<file path="src/rtl/gsensor_spi_reader_if.sv">
// ----------------------------------------------------------------------------
// gsensor_spi_reader_if
// Bundles the ADXL345 SPI pins and the sample publication bus of
// gsensor_spi_reader.
//   gsensor_cs_   chip select, active low          (master -> slave)
//   gsensor_sclk  SPI clock, idles high            (master -> slave)
//   sdi_o         MOSI                             (master -> slave)
//   sdo_i         MISO, asynchronous to clk        (slave  -> master)
//   x, y, z       signed samples {DATAn1,DATAn0}   (master -> consumer)
//   valid         one-cycle sample strobe          (master -> consumer)
//   busy          transfer or configuration active (master -> consumer)
// ----------------------------------------------------------------------------
interface gsensor_spi_reader_if;
   logic        gsensor_cs_;
   logic        gsensor_sclk;
   logic        sdi_o;
   logic        sdo_i;
   logic [15:0] x;
   logic [15:0] y;
   logic [15:0] z;
   logic        valid;
   logic        busy;

   modport master (
      output gsensor_cs_, gsensor_sclk, sdi_o, x, y, z, valid, busy,
      input  sdo_i
   );

   modport slave (
      input  gsensor_cs_, gsensor_sclk, sdi_o, x, y, z, valid, busy,
      output sdo_i
   );
endinterface

</file>
<file path="src/rtl/gsensor_spi_reader.sv">
// ----------------------------------------------------------------------------
// gsensor_spi_reader
// SPI mode-3 master that configures an ADXL345 (DATA_FORMAT, then POWER_CTL)
// and afterwards reads X/Y/Z every SAMPLE_DIV clk cycles with a multi-byte
// read starting at register 0x32.
// Ports:
//   clk    system clock
//   rst_   asynchronous active-low reset
//   en     enable periodic sampling (configuration runs regardless)
//   bus    gsensor_spi_reader_if.master: SPI pins, x/y/z, valid, busy
// ----------------------------------------------------------------------------
module gsensor_spi_reader #(
   parameter int unsigned CLK_DIV         = 25,
   parameter int unsigned SAMPLE_DIV      = 500000,
   parameter logic [7:0]  DATA_FORMAT_VAL = 8'h08,
   parameter logic [7:0]  POWER_CTL_VAL   = 8'h08
) (
   input  logic                   clk,
   input  logic                   rst_,
   input  logic                   en,
   gsensor_spi_reader_if.master   bus
);

   localparam int unsigned DW = $clog2(2 * CLK_DIV);
   localparam int unsigned SW = $clog2(SAMPLE_DIV);

   localparam logic [DW-1:0] HALF_LAST   = DW'(CLK_DIV - 1);
   localparam logic [DW-1:0] GAP_LAST    = DW'(2 * CLK_DIV - 1);
   localparam logic [SW-1:0] SAMPLE_LAST = SW'(SAMPLE_DIV - 1);

   // Top-level sequencing
   localparam logic [1:0] ST_CFG_FMT = 2'd0;
   localparam logic [1:0] ST_CFG_PWR = 2'd1;
   localparam logic [1:0] ST_WAIT    = 2'd2;
   localparam logic [1:0] ST_READ    = 2'd3;

   // Transfer engine phases
   localparam logic [2:0] PH_GAP   = 3'd0;  // cs_ high recovery time
   localparam logic [2:0] PH_IDLE  = 3'd1;  // ready to start a transfer
   localparam logic [2:0] PH_SETUP = 3'd2;  // cs_ low, sclk high before bit 0
   localparam logic [2:0] PH_LOW   = 3'd3;
   localparam logic [2:0] PH_HIGH  = 3'd4;
   localparam logic [2:0] PH_HOLD  = 3'd5;  // sclk high after last bit

   logic [1:0]    state_q,  state_d;
   logic [2:0]    phase_q,  phase_d;
   logic [DW-1:0] div_q,    div_d;
   logic [5:0]    bit_q,    bit_d;
   logic [55:0]   tx_q,     tx_d;
   logic [47:0]   rx_q,     rx_d;
   logic [SW-1:0] cnt_q,    cnt_d;
   logic          sdo_s1_q, sdo_s1_d;
   logic          sdo_s2_q, sdo_s2_d;
   logic          cs_q,     cs_d;
   logic          sclk_q,   sclk_d;
   logic          sdi_q,    sdi_d;
   logic [15:0]   x_q,      x_d;
   logic [15:0]   y_q,      y_d;
   logic [15:0]   z_q,      z_d;
   logic          valid_q,  valid_d;
   logic          busy_q,   busy_d;

   logic          start_s;
   logic [55:0]   load_s;
   logic          is_last_s;

   // Next-state logic for sequencing, transfer engine, sampling and outputs
   always_comb begin
      state_d   = state_q;
      phase_d   = phase_q;
      div_d     = div_q;
      bit_d     = bit_q;
      tx_d      = tx_q;
      rx_d      = rx_q;
      cnt_d     = cnt_q;
      cs_d      = cs_q;
      sclk_d    = sclk_q;
      sdi_d     = sdi_q;
      x_d       = x_q;
      y_d       = y_q;
      z_d       = z_q;
      valid_d   = 1'b0;
      sdo_s1_d  = bus.sdo_i;
      sdo_s2_d  = sdo_s1_q;
      start_s   = 1'b0;
      load_s    = 56'h0;
      is_last_s = (bit_q == ((state_q == ST_READ) ? 6'd55 : 6'd15));

      // The sample counter keeps running through READ so read starts stay
      // exactly SAMPLE_DIV apart; en=0 freezes it wherever it is.
      if (((state_q == ST_WAIT) || (state_q == ST_READ)) && en && (cnt_q != SAMPLE_LAST)) begin
         cnt_d = cnt_q + SW'(1);
      end else begin
         cnt_d = cnt_q;
      end

      case (phase_q)
         PH_GAP: begin
            if (div_q == GAP_LAST) begin
               div_d   = '0;
               phase_d = PH_IDLE;
            end else begin
               div_d = div_q + DW'(1);
            end
         end

         PH_IDLE: begin
            case (state_q)
               ST_CFG_FMT: begin
                  start_s = 1'b1;
                  load_s  = {8'h31, DATA_FORMAT_VAL, 40'h0};
               end
               ST_CFG_PWR: begin
                  start_s = 1'b1;
                  load_s  = {8'h2D, POWER_CTL_VAL, 40'h0};
               end
               ST_WAIT: begin
                  if (en && (cnt_q == SAMPLE_LAST)) begin
                     start_s = 1'b1;
                     load_s  = {8'hF2, 48'h0};
                     state_d = ST_READ;
                     cnt_d   = '0;
                  end else begin
                     start_s = 1'b0;
                  end
               end
               default: begin
                  // READ without an active transfer cannot occur; recover.
                  state_d = ST_WAIT;
               end
            endcase
         end

         PH_SETUP: begin
            if (div_q == HALF_LAST) begin
               div_d   = '0;
               phase_d = PH_LOW;
               sclk_d  = 1'b0;
               sdi_d   = tx_q[55];
               tx_d    = {tx_q[54:0], 1'b0};
            end else begin
               div_d = div_q + DW'(1);
            end
         end

         PH_LOW: begin
            if (div_q == HALF_LAST) begin
               div_d   = '0;
               phase_d = PH_HIGH;
               sclk_d  = 1'b1;
            end else begin
               div_d = div_q + DW'(1);
            end
         end

         PH_HIGH: begin
            if (div_q == HALF_LAST) begin
               div_d = '0;
               // Byte 0 of a read simply falls off the top of rx_q.
               rx_d  = {rx_q[46:0], sdo_s2_q};
               if (is_last_s) begin
                  phase_d = PH_HOLD;
               end else begin
                  bit_d   = bit_q + 6'd1;
                  phase_d = PH_LOW;
                  sclk_d  = 1'b0;
                  sdi_d   = tx_q[55];
                  tx_d    = {tx_q[54:0], 1'b0};
               end
            end else begin
               div_d = div_q + DW'(1);
            end
         end

         PH_HOLD: begin
            // First hold cycle is the cycle after the last capture.
            if ((div_q == '0) && (state_q == ST_READ)) begin
               x_d     = {rx_q[39:32], rx_q[47:40]};
               y_d     = {rx_q[23:16], rx_q[31:24]};
               z_d     = {rx_q[7:0],   rx_q[15:8]};
               valid_d = 1'b1;
               state_d = ST_WAIT;
            end else begin
               valid_d = 1'b0;
            end
            if (div_q == HALF_LAST) begin
               div_d   = '0;
               phase_d = PH_GAP;
               cs_d    = 1'b1;
               sdi_d   = 1'b0;
               case (state_q)
                  ST_CFG_FMT: state_d = ST_CFG_PWR;
                  ST_CFG_PWR: begin
                     state_d = ST_WAIT;
                     cnt_d   = '0;
                  end
                  default:    state_d = ST_WAIT;
               endcase
            end else begin
               div_d = div_q + DW'(1);
            end
         end

         default: begin
            phase_d = PH_GAP;
            div_d   = '0;
            cs_d    = 1'b1;
            sclk_d  = 1'b1;
            sdi_d   = 1'b0;
         end
      endcase

      if (start_s) begin
         tx_d    = load_s;
         cs_d    = 1'b0;
         sclk_d  = 1'b1;
         div_d   = '0;
         bit_d   = 6'd0;
         phase_d = PH_SETUP;
      end else begin
         tx_d = tx_d;
      end

      busy_d = (state_d == ST_CFG_FMT) || (state_d == ST_CFG_PWR) || !cs_d;
   end

   // State and output registers; reset aborts any transfer immediately
   always_ff @(posedge clk or negedge rst_) begin
      if (!rst_) begin
         state_q  <= ST_CFG_FMT;
         phase_q  <= PH_GAP;
         div_q    <= '0;
         bit_q    <= 6'd0;
         tx_q     <= 56'h0;
         rx_q     <= 48'h0;
         cnt_q    <= '0;
         sdo_s1_q <= 1'b0;
         sdo_s2_q <= 1'b0;
         cs_q     <= 1'b1;
         sclk_q   <= 1'b1;
         sdi_q    <= 1'b0;
         x_q      <= 16'h0;
         y_q      <= 16'h0;
         z_q      <= 16'h0;
         valid_q  <= 1'b0;
         busy_q   <= 1'b1;
      end else begin
         state_q  <= state_d;
         phase_q  <= phase_d;
         div_q    <= div_d;
         bit_q    <= bit_d;
         tx_q     <= tx_d;
         rx_q     <= rx_d;
         cnt_q    <= cnt_d;
         sdo_s1_q <= sdo_s1_d;
         sdo_s2_q <= sdo_s2_d;
         cs_q     <= cs_d;
         sclk_q   <= sclk_d;
         sdi_q    <= sdi_d;
         x_q      <= x_d;
         y_q      <= y_d;
         z_q      <= z_d;
         valid_q  <= valid_d;
         busy_q   <= busy_d;
      end
   end

   assign bus.gsensor_cs_  = cs_q;
   assign bus.gsensor_sclk = sclk_q;
   assign bus.sdi_o        = sdi_q;
   assign bus.x            = x_q;
   assign bus.y            = y_q;
   assign bus.z            = z_q;
   assign bus.valid        = valid_q;
   assign bus.busy         = busy_q;

endmodule

</file>
<file path="src/flat_wrapper.sv">
// flat-port wrapper written by rule: the top's interface ports become plain ports
module gsensor_spi_reader_flat 
#(
   parameter int unsigned CLK_DIV         = 25,
   parameter int unsigned SAMPLE_DIV      = 500000,
   parameter logic [7:0]  DATA_FORMAT_VAL = 8'h08,
   parameter logic [7:0]  POWER_CTL_VAL   = 8'h08
)
  (clk, rst_, en, bus_gsensor_cs_, bus_gsensor_sclk, bus_sdi_o, bus_x, bus_y, bus_z, bus_valid, bus_busy, bus_sdo_i);
  gsensor_spi_reader_if bus_i ();
  input  logic clk;
  input  logic rst_;
  input  logic en;
  output wire logic [$bits(bus_i.gsensor_cs_)-1:0] bus_gsensor_cs_;
  output wire logic [$bits(bus_i.gsensor_sclk)-1:0] bus_gsensor_sclk;
  output wire logic [$bits(bus_i.sdi_o)-1:0] bus_sdi_o;
  output wire logic [$bits(bus_i.x)-1:0] bus_x;
  output wire logic [$bits(bus_i.y)-1:0] bus_y;
  output wire logic [$bits(bus_i.z)-1:0] bus_z;
  output wire logic [$bits(bus_i.valid)-1:0] bus_valid;
  output wire logic [$bits(bus_i.busy)-1:0] bus_busy;
  input wire logic [$bits(bus_i.sdo_i)-1:0] bus_sdo_i;
  assign bus_gsensor_cs_ = bus_i.gsensor_cs_;
  assign bus_gsensor_sclk = bus_i.gsensor_sclk;
  assign bus_sdi_o = bus_i.sdi_o;
  assign bus_x = bus_i.x;
  assign bus_y = bus_i.y;
  assign bus_z = bus_i.z;
  assign bus_valid = bus_i.valid;
  assign bus_busy = bus_i.busy;
  assign bus_i.sdo_i = bus_sdo_i;
  gsensor_spi_reader #(.CLK_DIV(CLK_DIV), .SAMPLE_DIV(SAMPLE_DIV), .DATA_FORMAT_VAL(DATA_FORMAT_VAL), .POWER_CTL_VAL(POWER_CTL_VAL)) u_core (.clk(clk), .rst_(rst_), .en(en), .bus(bus_i));
endmodule
</file>
<file path="config.mk">
export PLATFORM = sky130hd
export DESIGN_NAME = gsensor_spi_reader_flat
export DESIGN_NICKNAME = d
export VERILOG_FILES = /design/src/rtl/gsensor_spi_reader_if.sv /design/src/rtl/gsensor_spi_reader.sv /design/src/flat_wrapper.sv
export SDC_FILE = /design/constraint.sdc
export NUM_CORES = 1
export LEC_CHECK = 0
export CAP_MARGIN = 30
export CORE_MARGIN = 4
export CORE_UTILIZATION = 52
export CTS_CLUSTER_SIZE = 14
export DETAILED_ROUTE_END_ITERATION = 7
export PLACE_DENSITY = 0.8
export SLEW_MARGIN = 25
export SYNTH_ARGS = -nofsm -noshare
export SYNTH_HDL_FRONTEND = slang
export SYNTH_SLANG_ARGS = --single-unit
</file>
<file path="constraint.sdc">
create_clock -name clk -period 2.8 [get_ports clk]
set_clock_uncertainty 0.15 [all_clocks]
set_input_delay 0.42 -clock clk [delete_from_list [all_inputs] [get_ports clk]]
set_output_delay 0.42 -clock clk [all_outputs]
set_load 0.005 [all_outputs]
</file>
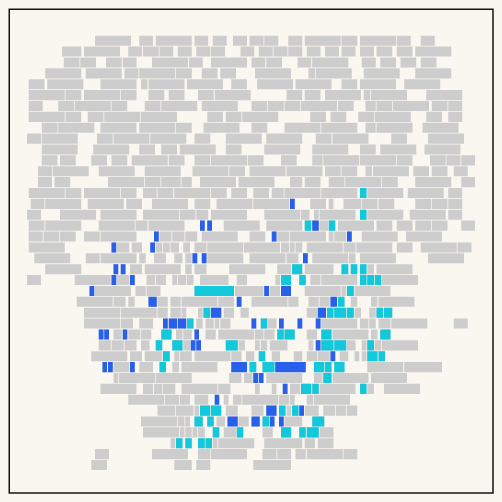
Run 1: selected gate families
(4 px per µm)
| colour | family | cells |
|---|---|---|
| blue | nor cells | 54 |
| cyan | aoi and oai cells | 66 |
Commonest Layout Cell: dfrtp_1
logic share of the area: 32.8%
fin cells: 789

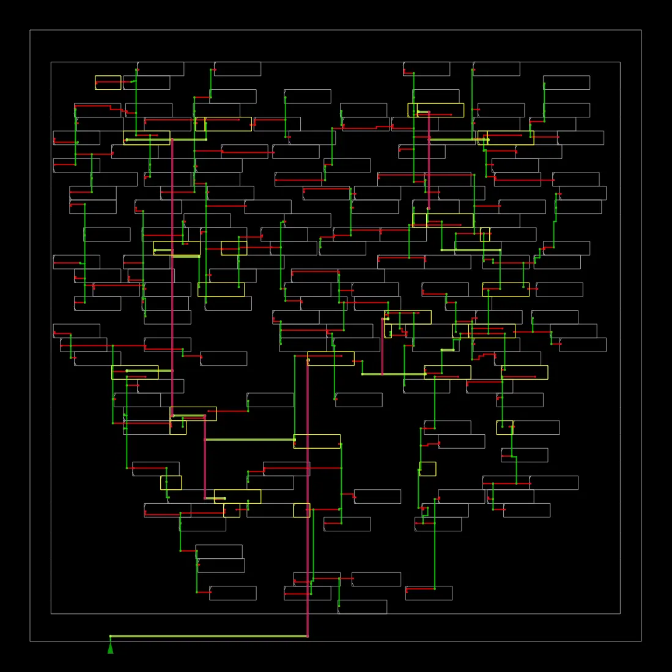
Run 1: clock nets
clock sink count: 152
CTS buffer count: 17
Clock Latency Late Sink: 0.41 ns
clk pwr: 2080 µW
FF+latch count: 152

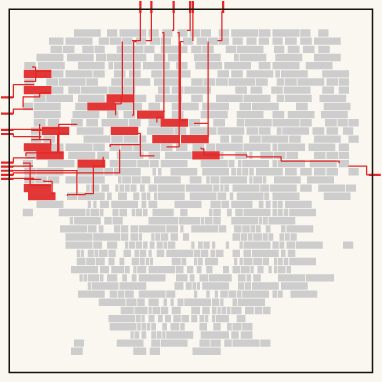
Run 1: port wiring
(3 px per µm)
| colour | port | bits | direction | end cells | buffers | wire |
|---|---|---|---|---|---|---|
| red | `bus_z` | 16 | output | 16 | 16 | 624 µm |
IO Port Bufs: 56
IO Count: 57

==> results_slide.txt, run 1 <==
Physical Implementation Snapshot

Logic synthesis
  • Aoi share: under 10%
  • EDFF count, synth: 0
  • XOR-XNOR Cells, Area Fraction: approximately 2.8%
  • Register area share after synthesis: around 58%
  • Mapped Nets: roughly 540
  • Yosys Chip Area: approximately 6600 µm²
  • Post-Synth Simple-Gate Area: between 10% and 20%
  • Syn Inst Count: 531
  • Yosys adder share: around 1.3%
  • Top cells by area: dfrtp_1 (57%), mux2_2 (17%), nor2_1 (2.4%), nand3_1 (2.2%), xor2_1 (2.0%)
  • Area fraction in mux cells: about 17%
  • # Cells Yosys: 531
  • Synth Cell Area: roughly 6600 µm²
  • Distinct lib cells: 57
  • FFs w/ async S/R, synth: 100%
  • Synth flops: 152
  • Synthesized area per cell: between 10 and 15 µm²
  • Yosys top cell by area: dfrtp_1
  • Top cell area share: between 50 and 60%

Run
  • Max-cap violation count: 0
  • Tool Warnings: 29

Worst setup path
  • Required time of the critical path: slightly below 3 ns
  • Launch point of the worst reg-to-reg path: u_core.cnt_q[7]
  • Crit path capture type: flip-flop
  • CP Cell Sequence: or4_1 -> or4_1 -> or3_4 -> o32ai_4 -> buf_12 -> a21oi_1
  • R2R depth: 6
  • Crit path max fanout: 19
  • Critical-path top delay cell: or4_1
  • Reg2reg setup slack: about 0.16 ns
  • Crit path max-delay family: simple AND/OR/NAND/NOR gates
  • Type of origin of the critical path: flip-flop
  • R2r endpoint: u_core.cnt_q[3]
  • CP peak stage delay: between 0.5 and 0.6 ns
  • Setup Crit Path Kind: reg2reg
  • Start point of the critical path: u_core.cnt_q[7]
  • Buf/Inv on CP: 1

Final timing
  • Cycle use final: a little over nine tenths
  • # setup viols final: 0
  • Worst setup margin: around 0.16 ns
  • RSZ-0062 raised after global routing: no
  • Setup TNS Final: 0 ns
  • Tmin final: about 2.6 ns
  • Final Hold Vio Count: 0
  • Max-slew violations: 0

Clock network
  • CTS H-tree lvls: 4
  • CTS tree: built
  • CTS Root Buffer Type: clkbuf_16

Worst hold path
  • Hold Crit Depth: 0
  • Hold EP: u_core.sdo_s2_q
  • Hold_sp: u_core.sdo_s1_q
  • Hold crit path type: reg2reg

Drt
  • Via density: between 5 and 6
  • Drt wl/cell: 16.8 µm
  • Via count: between 4000 and 5000
  • Total Wirelength: 13.3 mm
  • DRT iter0 DRCs: 294

Floorplan
  • DIE WIDTH: 121 µm
  • Fp_density: 53.9%
  • Std-Cell Core Area: approximately 12000 µm²
  • Die Size: between 10000 and 15000 µm²
  • FP Rows: about 40

Global routing
  • Initial antenna violation count: 0
  • Total grt overflow: 0
  • Vias in the first global route: about 4400
  • Gr usage total: about a fifth

Status
  • Status: completed

Pwr
  • Leak: ~0.0037 µW
  • Peak VDD IR: 433 µV

Place
  • Post-Place Setup Slack: approximately 0.19 ns
  • DP HPWL: 8.90 mm

Finish
  • Share of layout cells above drive strength 1: a little over a quarter
  • Final nets: approximately 620
  • P&R area growth vs syn: 22.3%
  • # diodes: 0
## run 1: final cells by class
cell class	instances	area, µm²
Fill cell	897	4160
Timing Repair Buffer	85	820
Tap cell	168	210
Multi-Input combinational cell	345	2640
Clock buffer	20	457
Inverter	7	26.3
Clock inverter	12	91.3
Sequential cell	152	3810
## run 1: what timing repair did
item	4_1_cts	5_1_grt
hold buffers	1	0
setup buffers	0	0
hold endpoints to repair	77	0
setup endpoints to repair	0	0
## run 1: power by group
part | switching [µW] | internal, µW | total [µW]
logic | 43.5 | 9.47 | 53.0
registers | 0.331 | 2200 | 2200
clock network | 893 | 1190 | 2080
## run 1: placed cells by master (no fill, tap or decap), types with 14 or more instances in the layout
master,netlist,final
o21ai_0,26,26
clkdlybuf4s50_1,0,55
a21oi_1,14,14
clkbuf_16,0,17
buf_4,0,25
nand3_1,29,29
mux2_2,97,97
xor2_1,15,15
nor2_1,42,41
dfrtp_1,149,149
nand2_1,20,20
## run 1: worst max-delay path by stage
stage                             to  slack (ns)  cells after the start
floorplan            u_core.cnt_q[9]        0.15                      7
global placement     u_core.cnt_q[8]        0.23                      6
detailed placement  u_core.cnt_q[12]        0.19                      6
CTS                  u_core.cnt_q[3]        0.16                      7
global route         u_core.tx_q[55]        0.07                      4
finish               u_core.cnt_q[3]        0.16                      6
## run 1: cell usage after synthesis (7+ instances only)
| library cell | count |
|---|---|
| o21ai_0 | 26 |
| nand2b_1 | 7 |
| ha_1 | 7 |
| mux2_2 | 97 |
| clkbuf_1 | 13 |
| dfrtp_1 | 149 |
| a21oi_1 | 14 |
| nor2_1 | 42 |
| nand2_1 | 20 |
| inv_1 | 7 |
| nand3_1 | 29 |
| buf_2 | 9 |
| xor2_1 | 15 |
| o211ai_1 | 7 |
## run 1: kinds of logic (layout without fill, tap and decap cells)
group                      count (synthesis)  in the layout
muxes                                     99             99
buffers and inverters                     34            124
and+or+nand+nor                          146            146
DFF                                      152            152
AOI/OAI and AO/OA                         72             72
adders and majority gates                  7              7
xor gates and xnor gates                  21             21
## run 1: per-stage QoR
stage	std cells	area [µm²]	total power, µW	utilization (%)	hold WS (ns)
finish	789	8050	4340	66.0	0.207
global route	789	8050	4490	66.0	0.224
CTS	789	8050	4380	66.0	0.210
detailed placement	756	7500	2290	61.4	0.196
global placement	756	7500	2290	61.4	0.193
floorplan	531	6590	2240	-	-0.0256
## run 1: state kept, by name, summed over array words and instances, names as in the netlist
signal and count:
u_core.sdo_s1_q 1, u_core.sdo_s2_q 1, u_core.rx_q 48, u_core.bus.x 16, u_core.cnt_q 19, u_core.bus.z 16
u_core.bus.sdi_o 1, u_core.bus.gsensor_cs_ 1, u_core.bus.busy 1, u_core.bus.valid 1, u_core.bit_q 6, u_core.bus.y 16
u_core.state_q 2, u_core.phase_q 3, u_core.div_q 6, u_core.bus.gsensor_sclk 1, u_core.tx_q 13
## run 1: metal layers
metal | up-vias | wire [µm] | global-route usage (%)
li1 | 2065 | - | -
met1 | 2254 | 5690 | 24.5
met2 | 124 | 6890 | 31.6
met3 | 16 | 496 | 4.49
met4 | 0 | 169 | 6.09
met5 | - | 0 | 0
==> run 1 -> run 2 <==
--- a/config.mk
+++ b/config.mk
@@ -5,8 +5,8 @@
 export SDC_FILE = /design/constraint.sdc
 export NUM_CORES = 1
 export LEC_CHECK = 0
+export ABC_CLOCK_PERIOD_IN_PS = 2800
 export CAP_MARGIN = 30
-export CORE_MARGIN = 4
 export CORE_UTILIZATION = 52
 export CTS_CLUSTER_SIZE = 14
 export DETAILED_ROUTE_END_ITERATION = 7
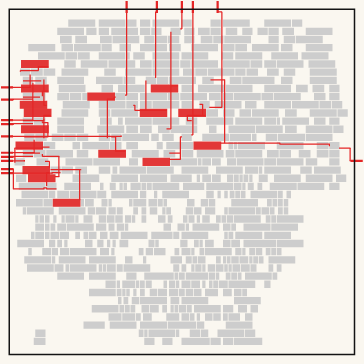
Run 2: port wiring
(3 px per µm)
| colour | port | bits | direction | end cells | buffers | wire |
|---|---|---|---|---|---|---|
| red | `bus_z` | 16 | output | 16 | 16 | 599 µm |

==> run 2 against run 1 <==
Effect of this change: cell area increased by 0.44%; maximum frequency decreased by 3.2%; largest power group unchanged; largest cell class unchanged; non-clock buffer count decreased by 3; global-route usage increased by 3.1 points; wire length increased by 1.9%; die area decreased by 9.7%; setup slack got worse by 0.087 ns.
==> results_slide.txt, run 2 <==
Physical Implementation Snapshot

Global routing
  • Vias in the first global route: 4509
  • Initial antenna violation count: 0
  • Largest net degree at the start of global routing: between 60 and 70
  • Gr usage total: between 20% and 30%

Finish
  • Largest Register: u_core.rx_q
  • Commonest cells after routing, fill and taps aside: dfrtp_1 (149), mux2_2 (97), clkdlybuf4s50_1 (55)
  • P&R area growth vs syn: 22.8%
  • Cell area after layout: between 8000 and 9000 µm²
  • # diodes: 0
  • Max reg flops: about 48
  • Largest regs: u_core.rx_q: 48 flops, u_core.cnt_q: 19 flops
  • Final nets: around 600
  • Share of layout cells above drive strength 1: a little over a quarter
  • Commonest Layout Cell: dfrtp_1

Worst setup path
  • Crit path capture type: flip-flop
  • Arrival time of the worst setup path: about 2.9 ns
  • CP peak stage delay: just under 0.7 ns
  • Type of origin of the critical path: flip-flop
  • Critical-path top delay cell: or4b_2
  • Setup Crit Path Kind: reg2reg
  • Buf/Inv on CP: 0
  • Crit path max-delay family: simple AND/OR/NAND/NOR gates
  • CP Cell Sequence: or4b_2 -> or4_1 -> or2_0 -> a311oi_1
  • Required time of the critical path: between 2 and 3 ns
  • Crit path max fanout: 7

Logic synthesis
  • Distinct lib cells: between 50 and 60
  • Top cells by count: dfrtp_1 (149), mux2_2 (97), nor2_1 (42), nand3_1 (29), o21ai_0 (26)
  • EDFF count, synth: 0
  • Top cells by area: dfrtp_1 (57%), mux2_2 (17%), nor2_1 (2.4%), nand3_1 (2.2%), xor2_1 (2.0%)
  • Mapped Nets: about 540
  • Synth flops: ~150
  • Syn Inst Count: roughly 530
  • FFs w/ async S/R, synth: 100%
  • Register area share after synthesis: just under 60%
  • Top cell area share: a little under three fifths
  • Yosys top cell by area: dfrtp_1
  • Yosys Chip Area: 6590 µm²
  • Synthesized area per cell: 12.4 µm²
  • # Cells Yosys: 531

Place
  • DP HPWL: about 8.6 mm
  • GP Congestion: around 0.90
  • Post-Place Setup Slack: ~0.14 ns
  • IO Port Bufs: between 50 and 60

Clock network
  • Clock sink count: ~150
  • CTS Root Buffer Type: clkbuf_16
  • CTS H-tree lvls: 4
  • CTS tree: built
  • CTS buffer count: 17

Final timing
  • Cycle use final: between 90% and 100%
  • Worst setup margin: about 0.070 ns
  • RSZ-0062 raised after global routing: no
  • Tmin final: approximately 2.7 ns
  • # setup viols final: 0
  • Max-slew violations: 0
  • Final Hold Vio Count: 0

Run
  • Tool Warnings: 29
  • Max-cap violation count: 0

Floorplan
  • DIE WIDTH: between 100 and 150 µm
  • FP Rows: ~40
  • Std-Cell Core Area: 12200 µm²
  • Fp_density: between 50% and 60%
  • IO Count: around 57
  • Die Size: 13100 µm²

Drt
  • Top layer in use: met4
  • Total Wirelength: 13.5 mm
  • ANT nets after route: 0
  • Via density: 5.70
  • DRT iter0 DRCs: ~250
  • Met2 wire len: around 7 mm
  • M1 WL: roughly 5.8 mm
  • WL met3: roughly 620 µm

Pwr
  • PD cells: between 500 and 600 nW/µm²
  • Pwr Total: approximately 4400 µW
  • Leak: approximately 0.0037 µW

Status
  • Status: completed

Worst hold path
  • Hold crit path type: reg2reg
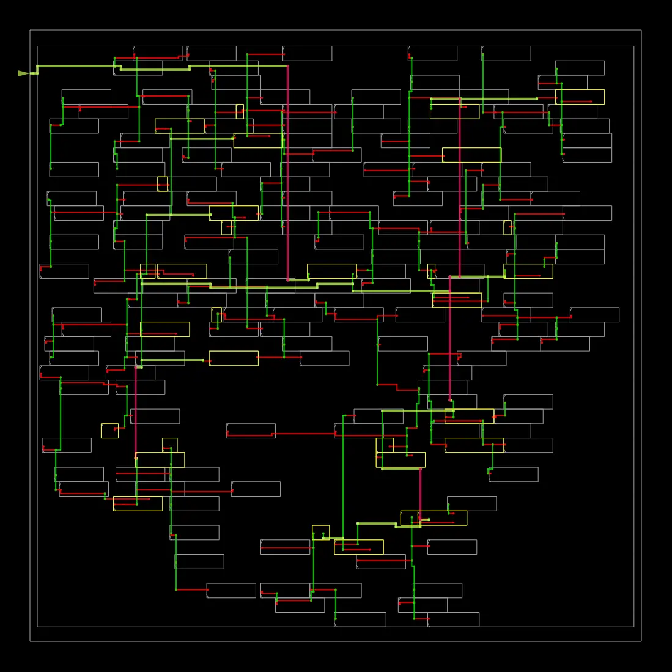
Run 2: clock nets
clk pwr: 2190 µW
clk_buf instances: 20
Clock Latency Late Sink: 0.42 ns

==> run 2: cells by family after synthesis <==
kind of cell / Yosys count / share of synthesized area (%)
and+or+nand+nor: 146 / 11.7
AOI/OAI and AO/OA: 72 / 7.12
buffers and inverters: 34 / 2.34
muxes: 99 / 16.9
adders and majority gates: 7 / 1.33
DFF: 152 / 57.8
xor gates and xnor gates: 21 / 2.79
==> run 2: repair_timing <==
item                                    CTS  global route
hold buffers                              1             0
setup buffers                             0             2
gates resized                             0             1
hold endpoints to repair                 60             0
endpoints found under the setup margin    0             7
==> run 2: cell type report <==
class | instances | area, µm²
Timing Repair Buffer | 82 | 840
Clock buffer | 20 | 437
Sequential cell | 152 | 3810
Fill cell | 875 | 4070
Clock inverter | 11 | 125
Multi-Input combinational cell | 345 | 2640
Inverter | 7 | 26.3
Tap cell | 168 | 210
==> run 2: path summary, 6_finish.rpt <==
check	from	end	slack, ns	depth (start not counted)
setup / recovery	u_core.cnt_q[11]	u_core.tx_q[55]	0.07	4
hold / removal	u_core.sdo_s1_q	u_core.sdo_s2_q	0.20	0
setup reg to reg	u_core.cnt_q[11]	u_core.tx_q[55]	0.07	4
hold reg to reg	u_core.sdo_s1_q	u_core.sdo_s2_q	0.20	0
max in group asynchronous	rst_	u_core.bus.z[2]	1.33	3
min in group asynchronous	rst_	u_core.cnt_q[14]	0.39	2
==> run 2: routing by layer <==
metal | vias to the layer above | track usage, %
li1 | 2063 | -
met1 | 2236 | 28.6
met2 | 146 | 34.8
met3 | 31 | 5.51
met4 | 0 | 10.6
met5 | - | 0
==> run 2: stage by stage <==
stage	utilization [%]	std cells	hold slack, ns
floorplan	-	531	-0.0256
CTS	66.2	782	0.209
global route	66.5	785	0.217
detailed placement	61.5	750	0.196
finish	66.5	785	0.202
global placement	61.5	750	0.183
==> run 2: report_power, final <==
part | total [µW] | internal [µW] | switching [µW]
clock network | 2190 | 1310 | 881
registers | 2200 | 2200 | 0.421
logic | 51.0 | 8.69 | 42.4
==> run 2 -> run 3 <==
--- a/config.mk
+++ b/config.mk
@@ -10,8 +10,9 @@
 export CORE_UTILIZATION = 52
 export CTS_CLUSTER_SIZE = 14
 export DETAILED_ROUTE_END_ITERATION = 7
+export GPL_TIMING_DRIVEN = 0
 export PLACE_DENSITY = 0.8
-export SLEW_MARGIN = 25
+export SLEW_MARGIN = 0
 export SYNTH_ARGS = -nofsm -noshare
 export SYNTH_HDL_FRONTEND = slang
 export SYNTH_SLANG_ARGS = --single-unit
==> run 3 against run 2 <==
Effect of this change: the flow now finishes with violations (setup timing); synthesized cell count unchanged; power up 0.53%; register-to-register slack got worse by 0.08 ns; cell area rose by 0.15%; global-route usage grew 0.25 points; synthesized area did not move; die area stayed put; sequential share of layout area shrank 0.057 points; wire length grew 0.68%; critical path type unchanged.
==> results_slide.txt, run 3 <==
Physical Implementation Snapshot

Status
  • Status: finished with violations
  • Failing checks: setup timing

Finish
  • # diodes: 0
  • Max reg flops: between 40 and 50
  • Finished Core Util: 66.6%
  • Commonest Layout Cell: dfrtp_1
  • Number of fill cells: 838
  • Largest Register: u_core.rx_q
  • Commonest cells after routing, fill and taps aside: dfrtp_1 (148), mux2_2 (97), clkdlybuf4s50_1 (55)
  • Largest regs: u_core.rx_q: 48 flops, u_core.cnt_q: 19 flops
  • Share of layout cells above drive strength 1: between 20% and 30%
  • Final nets: ~630

Floorplan
  • Fp_density: ~54%
  • Std-Cell Core Area: 12200 µm²
  • FP Rows: about 40
  • IO Count: approximately 57
  • DIE WIDTH: 115 µm

Final timing
  • Final Hold Vio Count: 0
  • Final hold slack: ~0.21 ns
  • Worst setup margin: -0.0125 ns
  • RSZ-0062 raised after global routing: yes
  • Cycle use final: 100%
  • Tmin final: between 2 and 3 ns
  • Max-slew violations: 0
  • # setup viols final: 10

Pwr
  • Sequential power share: around half
  • Logic pwr share: around 1.1%
  • Pwr Total: approximately 4500 µW
  • Internal power: around 3500 µW
  • PD cells: roughly 550 nW/µm²
  • Sw frac: between 20% and 30%
  • Peak VDD IR: between 300 and 400 µV

Clock network
  • CTS buffer count: 17
  • Clock sink count: about 150
  • CTS Root Buffer Type: clkbuf_16
  • CTS tree: built

Drt
  • DRT iter0 DRCs: between 200 and 300
  • Via count: 4541
  • Total Wirelength: around 14 mm
  • ANT nets after route: 0
  • Drt wl/cell: between 15 and 20 µm
  • Via density: approximately 5.7

Worst setup path
  • Crit path capture type: flip-flop
  • Reg2reg setup slack: -0.01 ns
  • Crit path max fanout: 5
  • R2R depth: 6
  • CP peak stage delay: roughly 0.56 ns
  • Required time of the critical path: 2.96 ns
  • R2r endpoint: u_core.cnt_q[6]
  • Crit path to: u_core.cnt_q[6]
  • Launch point of the worst reg-to-reg path: u_core.cnt_q[11]
  • Arrival time of the worst setup path: just under 3 ns
  • Setup Crit Path Kind: reg2reg
  • Start point of the critical path: u_core.cnt_q[11]

Logic synthesis
  • Syn Inst Count: 531
  • Yosys Chip Area: ~6600 µm²
  • Synthesized area per cell: approximately 12 µm²
  • Synth flops: 152
  • FFs w/ async S/R, synth: 100%
  • Top cells by count: dfrtp_1 (149), mux2_2 (97), nor2_1 (42), nand3_1 (29), o21ai_0 (26)
  • EDFF count, synth: 0
  • Synth top cell by count: dfrtp_1
  • Top cell area share: 56.6%
  • Yosys top cell by area: dfrtp_1
  • Synth Cell Area: 6590 µm²
  • Mapped Nets: about 540
  • Top cells by area: dfrtp_1 (57%), mux2_2 (17%), nor2_1 (2.4%), nand3_1 (2.2%), xor2_1 (2.0%)
  • Distinct lib cells: 57

Global routing
  • Initial antenna violation count: 0
  • Largest net degree at the start of global routing: slightly below 100
  • Vias in the first global route: 4596
  • Gr usage total: 22.3%
  • Total grt overflow: 0

Place
  • Post-Place Setup Slack: -0.385 ns
  • DP HPWL: 8.75 mm
  • GP Congestion: 0.870
  • IO Port Bufs: approximately 56

Worst hold path
  • Hold crit path type: reg2reg

Run
  • Tool Warnings: 30
run 3: power by group through the flow:
| stage | clock, µW | combinational (µW) | sequential (µW) |
|---|---|---|---|
| finish | 2210 | 50.6 | 2200 |
| global route | 2350 | 60.6 | 2200 |
| global placement | 0 | 46.5 | 2240 |
| CTS | 2240 | 53.9 | 2200 |
| floorplan | 0 | 0.237 | 2240 |
| detailed placement | 0 | 52.8 | 2240 |
run 3: timing repair:
action / CTS / global route
hold buffers: 1 / 0
pin swaps: 2 / 3
cloned: 0 / 1
resized: 6 / 17
buffers inserted: 5 / 3
setup endpoints to repair: 98 / 78
endpoints found under the hold margin: 53 / 0
run 3: critical path: cells and delay by family (launching register included):
kind                   cells  cell delay [ns]
AND-OR/OR-AND              1             0.44
buffers and inverters      1             0.19
flip-flops                 1             0.42
AND/OR/NAND/NOR            4             1.50
run 3: metrics by stage:
stage,instance area (µm²),setup TNS (ns),std cells
2_1_floorplan,6590,0,531
3_3_place_gp,7360,-718.53,755
3_5_place_dp,7390,-23.42,756
4_1_cts,8020,0,793
5_1_grt,8100,-1.68,796
6_report,8100,-0.0482,796
run 3: how the worst min path moves through the flow:
| stage | slack, ns | end | depth (start not counted) | from |
|---|---|---|---|---|
| 2_1_floorplan | -0.03 | u_core.bit_q[0] | 0 | rst_ |
| 3_3_place_gp | 0.19 | u_core.sdo_s2_q | 0 | u_core.sdo_s1_q |
| 3_5_place_dp | 0.19 | u_core.sdo_s2_q | 0 | u_core.sdo_s1_q |
| 4_1_cts | 0.21 | u_core.sdo_s2_q | 0 | u_core.sdo_s1_q |
| 5_1_grt | 0.23 | u_core.sdo_s2_q | 0 | u_core.sdo_s1_q |
| 6_report | 0.21 | u_core.sdo_s2_q | 0 | u_core.sdo_s1_q |
run 3: cells by family after synthesis:
group,Yosys count,synth area share (%)
AOI/OAI and AO/OA,72,7.12
xor gates and xnor gates,21,2.79
adders and majority gates,7,1.33
buffers and inverters,34,2.34
DFF,152,57.8
muxes,99,16.9
and+or+nand+nor,146,11.7
run 3: final cells by class:
cell class | instances | area (µm²) | share of cell area [%]
buffer | 26 | 138 | 1.70
clock buffer | 20 | 447 | 5.51
clock inverter | 11 | 123 | 1.51
inverter | 7 | 26.3 | 0.324
multi-input combinational | 345 | 2670 | 32.9
sequential | 152 | 3810 | 47.0
tap | 168 | 210 | 2.59
timing repair buffer | 67 | 682 | 8.42
run 3: layer usage:
| layer | global-route usage, % | vias to the layer above | part of all wire (%) |
|---|---|---|---|
| met5 | 0 | - | 0 |
| met4 | 11.1 | 0 | 2.5 |
| met2 | 36.1 | 140 | 51 |
| met1 | 28.1 | 2291 | 42 |
| met3 | 5.35 | 34 | 4.8 |
| li1 | - | 2076 | - |
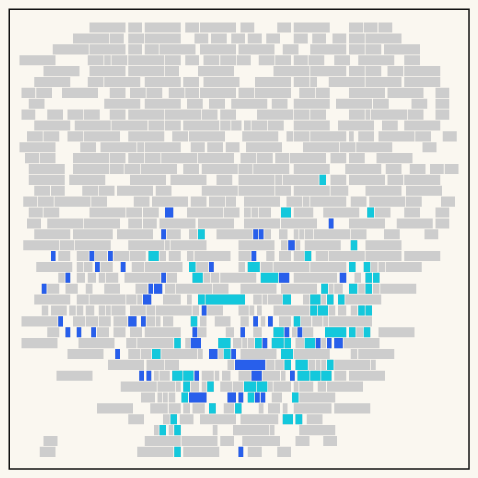
Run 3: selected gate families
(4 px per µm)
| colour | family | cells |
|---|---|---|
| blue | nor cells | 54 |
| cyan | aoi and oai cells | 66 |
logic share of the area: 32.9%
fin cells: 796

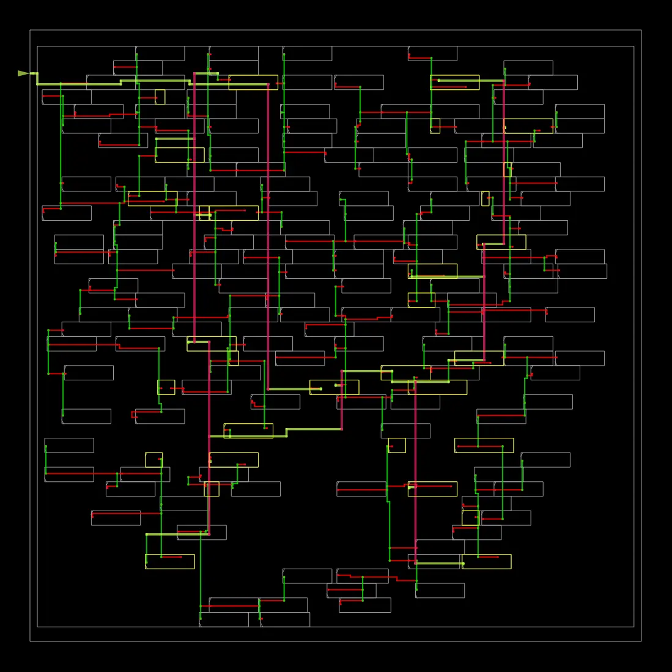
Run 3: clock nets
Clock Latency Late Sink: 0.43 ns
clk pwr: 2210 µW

Power figures rest on the tool's default switching activity, not on a simulated workload.
